Design axi_lite_regfile_slave_flat, sky130hd; sources not shown.
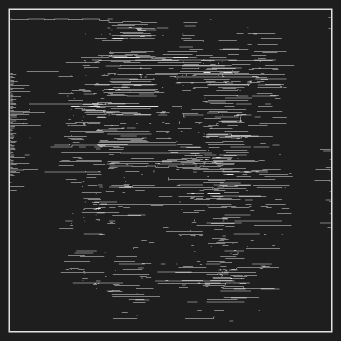
m3.png
(1 px per um)
The layer carries 12,100 um of wire. 390 nets have wire on it. The layer holds 9.3% of the routed length. The longest straight run is 150 um. The wires run mostly horizontal.
detailed-route via count: 28,200
DRT Wirelength: 130 mm
global-route met3 utilization: 4.62%

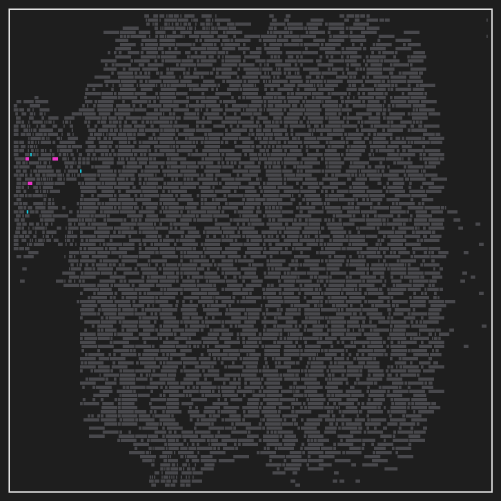
gates.png
(1.5 px per um)
Key: non-inverting ao/oa cells = magenta [cells 3]; inv cells = cyan [cells 3, most used inv_1]
final instance count without filler cells: 4,716
multi-input logic portion of the cell area: 28.2%
top logic cell by instance count in the layout: sky130_fd_sc_hd__and2_1

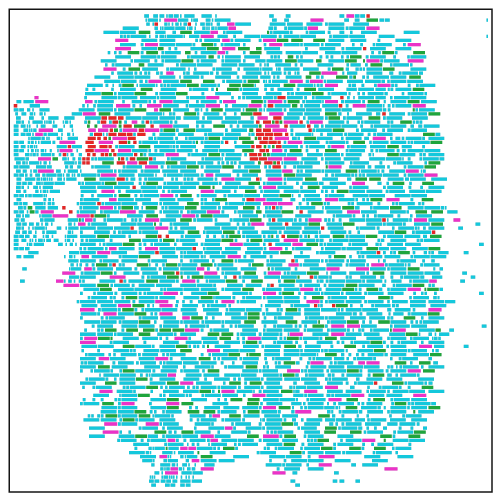
sizing.png
(1.5 px per um)
Key: x1 and smaller = cyan [cells 2,748]; x6 and larger = magenta [cells 203]; x3 and x4 = red [cells 121]; x2 = green [cells 346]
Signal buffers: 273
area growth from synthesis to layout: 14.8%

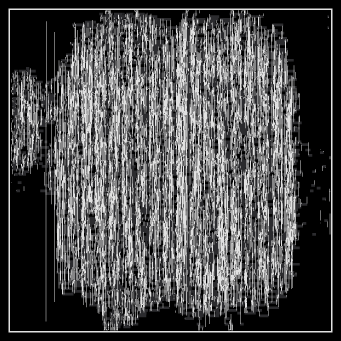
m2.png
(1 px per um) Cells faint in the background.
2,838 nets have wire on it. The layer carries 65.0 mm of wire. The longest straight run is 204 um.
global-route track usage on met2: 42.9%

==> out/qor.json <==
{
  "final_timing": {
    "final_critical_path_setup_slack_ps": 2580,
    "max_freq_mhz": 276,
    "fin_crit_period_ps": 3620,
    "fin_setup_tns_ps": 0,
    "slew_headroom_pct": 35.5,
    "grt_setup_unrepaired": "no",
    "timing.final.crit_share_pct": 58.4,
    "hold_slack_ps": 313,
    "setup_viol": 0,
    "timing.final.max_slew_violations": 0,
    "hold_viol": 0,
    "timing_worst_slew_pin_value_ps": 965
  },
  "synthesis": {
    "ys_ff": 1124,
    "synthCells": 3256,
    "ys_sh_simple_pct": 15.4,
    "compound_area_share_pct": 2.87,
    "cell_type_contributing_the_most_total_cell_area_after_synthesis": "sky130_fd_sc_hd__edfxtp_1",
    "postSynthSeqShare_pct": 65.2,
    "synth_top_area_share_pct": 61.2,
    "synth-warning-count": 0,
    "yosys_instances": 3256,
    "synth-edff-count": 1024,
    "adder_share_pct": 0,
    "syn-mean-instance-area_um2": 15.4,
    "synth.cells.most_frequent": "sky130_fd_sc_hd__and2_1, sky130_fd_sc_hd__edfxtp_1, sky130_fd_sc_hd__mux4_2",
    "logic_family": "simple AND/OR/NAND/NOR gates",
    "ys_async_sr_fraction_pct": 0,
    "synth.cellmix.xorXnorShare_pct": 0,
    "mappedNetlistArea_um2": 50200,
    "netlist-cell-type-count": 44,
    "predominant_post_synthesis_flop_cell": "sky130_fd_sc_hd__edfxtp_1",
    "cell_types_occupying_the_most_area_after_synthesis": "sky130_fd_sc_hd__edfxtp_1, sky130_fd_sc_hd__and2_1, sky130_fd_sc_hd__mux4_2",
    "synth-area-yosys_um2": 50200,
    "synth_dominant_cell_count": "sky130_fd_sc_hd__and2_1"
  },
  "detailed_routing": {
    "routed_via_density": 5.97,
    "final_antenna_net_count": 0,
    "drt-pass1-iter-count": 5,
    "drt-met1-wl_mm": 48.4,
    "routed_wire_length_per_instance_um": 27.6,
    "drtIter0Drc": 3300,
    "maxUsedRoutingLayer": "met5",
    "detailroute.wirelength.met3_mm": 12.1,
    "drc": 0
  },
  "clock_tree": {
    "clock_tree.root_cell": "sky130_fd_sc_hd__clkbuf_16",
    "post_cts.repair.setup_buffers": 0,
    "clkSlewWorstSetupHoldPaths_ps": 60,
    "cts_max_path_buffers": 3,
    "cts_num_sinks": 1124,
    "clock_tree.htree_level_count": 3,
    "post_cts_resize_count": 0,
    "clk-insertion-delay-late_ps": 690,
    "cts_hold_buf": 0,
    "cts_buffers": 112
  },
  "setup_path": {
    "cp.required_ps": 6400,
    "timing.critical_path.mode_cell": "sky130_fd_sc_hd__buf_4",
    "timing.critical_path.from_type": "flip-flop",
    "path_depth": 6,
    "r2r_cells": 6,
    "cell_class_contributing_the_biggest_share_of_worst_path_delay": "simple AND/OR/NAND/NOR gates",
    "critPathSlowestCell": "sky130_fd_sc_hd__o21ai_4",
    "cp_max_fo": 17,
    "regToRegSetupSlack_ps": 2580,
    "largest_stage_delay_on_the_critical_path_ps": 830,
    "worst-setup-path-type": "reg2reg",
    "critical_path.cell_chain": "nor4_1 > nand4_1 > or4_1 > buf_4 > o21ai_4 > buf_4",
    "critical_path_arrival_ps": 3820,
    "wp_buf_inv": 2,
    "endpoint_kind": "flip-flop"
  },
  "power_and_ir_drop": {
    "p_clk_w": 0.00690,
    "totalPowerFinal_w": 0.0165,
    "peak_supply_drop_v": 0.000242,
    "share_seq_of_total_power_pct": 51.9,
    "clock_power_share_pct": 41.7,
    "power_in_combinational_cells_w": 0.00106,
    "p_int_w": 0.0130,
    "p_leak_nw": 20.4,
    "total_switching_power_w": 0.00357,
    "pwr-share-comb_pct": 6.4,
    "p_per_area_nw_per_um2": 287,
    "maxPowerGroup": "sequential cells",
    "power_sequential_w": 0.00859
  },
  "final_layout": {
    "fillerInstances": 7379,
    "mi_logic_area_um2": 16300,
    "largest_cell_class": "flip-flops and latches",
    "seqAreaFraction_pct": 56.8,
    "num-clock-buffers": 140,
    "flop_area_um2": 32800,
    "bufAreaShareNonClock_pct": 5.64,
    "layout_top_cells_excl_fill_tap": "sky130_fd_sc_hd__and2_1, sky130_fd_sc_hd__edfxtp_1, sky130_fd_sc_hd__mux4_2",
    "final-clk-cell-share_pct": 6.47,
    "num_antenna_cells": 0,
    "finish.instance_area_um2": 57600,
    "num-nonclk-inverters": 3,
    "largest_register_ffs": 1024,
    "finalCoreUtilization_pct": 57.7,
    "drive_gt1_share_pct": 19.6,
    "flops": 1124
  },
  "global_routing": {
    "grt_first_pass_wirelength_mm": 190,
    "antenna_found_initial": 2,
    "met1_usage_pct": 33.3,
    "first_global_vias": 28900,
    "layer_with_the_highest_usage_after_global_routing": "met2",
    "grtUsageTotal_pct": 25.5,
    "grt_start_max_net_pins": 84,
    "overflow": 0
  },
  "die": {
    "design.die.area_um2": 103000,
    "core_area_um2": 99900,
    "floorplan.io_pins": 148,
    "starting_density_of_the_core_pct": 50.3,
    "fp.dieH_um": 321,
    "n_tap_cell": 1298,
    "overall_die_width_um": 321,
    "fp-row-count": 116
  },
  "hold_path": {
    "hold_path.class": "reg2reg",
    "hold_path_stages": 2
  },
  "placed_design": {
    "port_buffers": 137,
    "place_worst_setup_slack_ps": 2210,
    "placed_cells_incl_taps": 4503,
    "gp_routability_congestion": 0.784,
    "place_area_um2": 53900,
    "post-dp-hpwl_mm": 77.5
  },
  "outcome": {
    "run_status": "finished clean"
  },
  "job": {
    "log.warning_count": 35,
    "max-cap-violations": 0
  }
}
Power figures rest on the tool's default switching activity, not on a simulated workload.
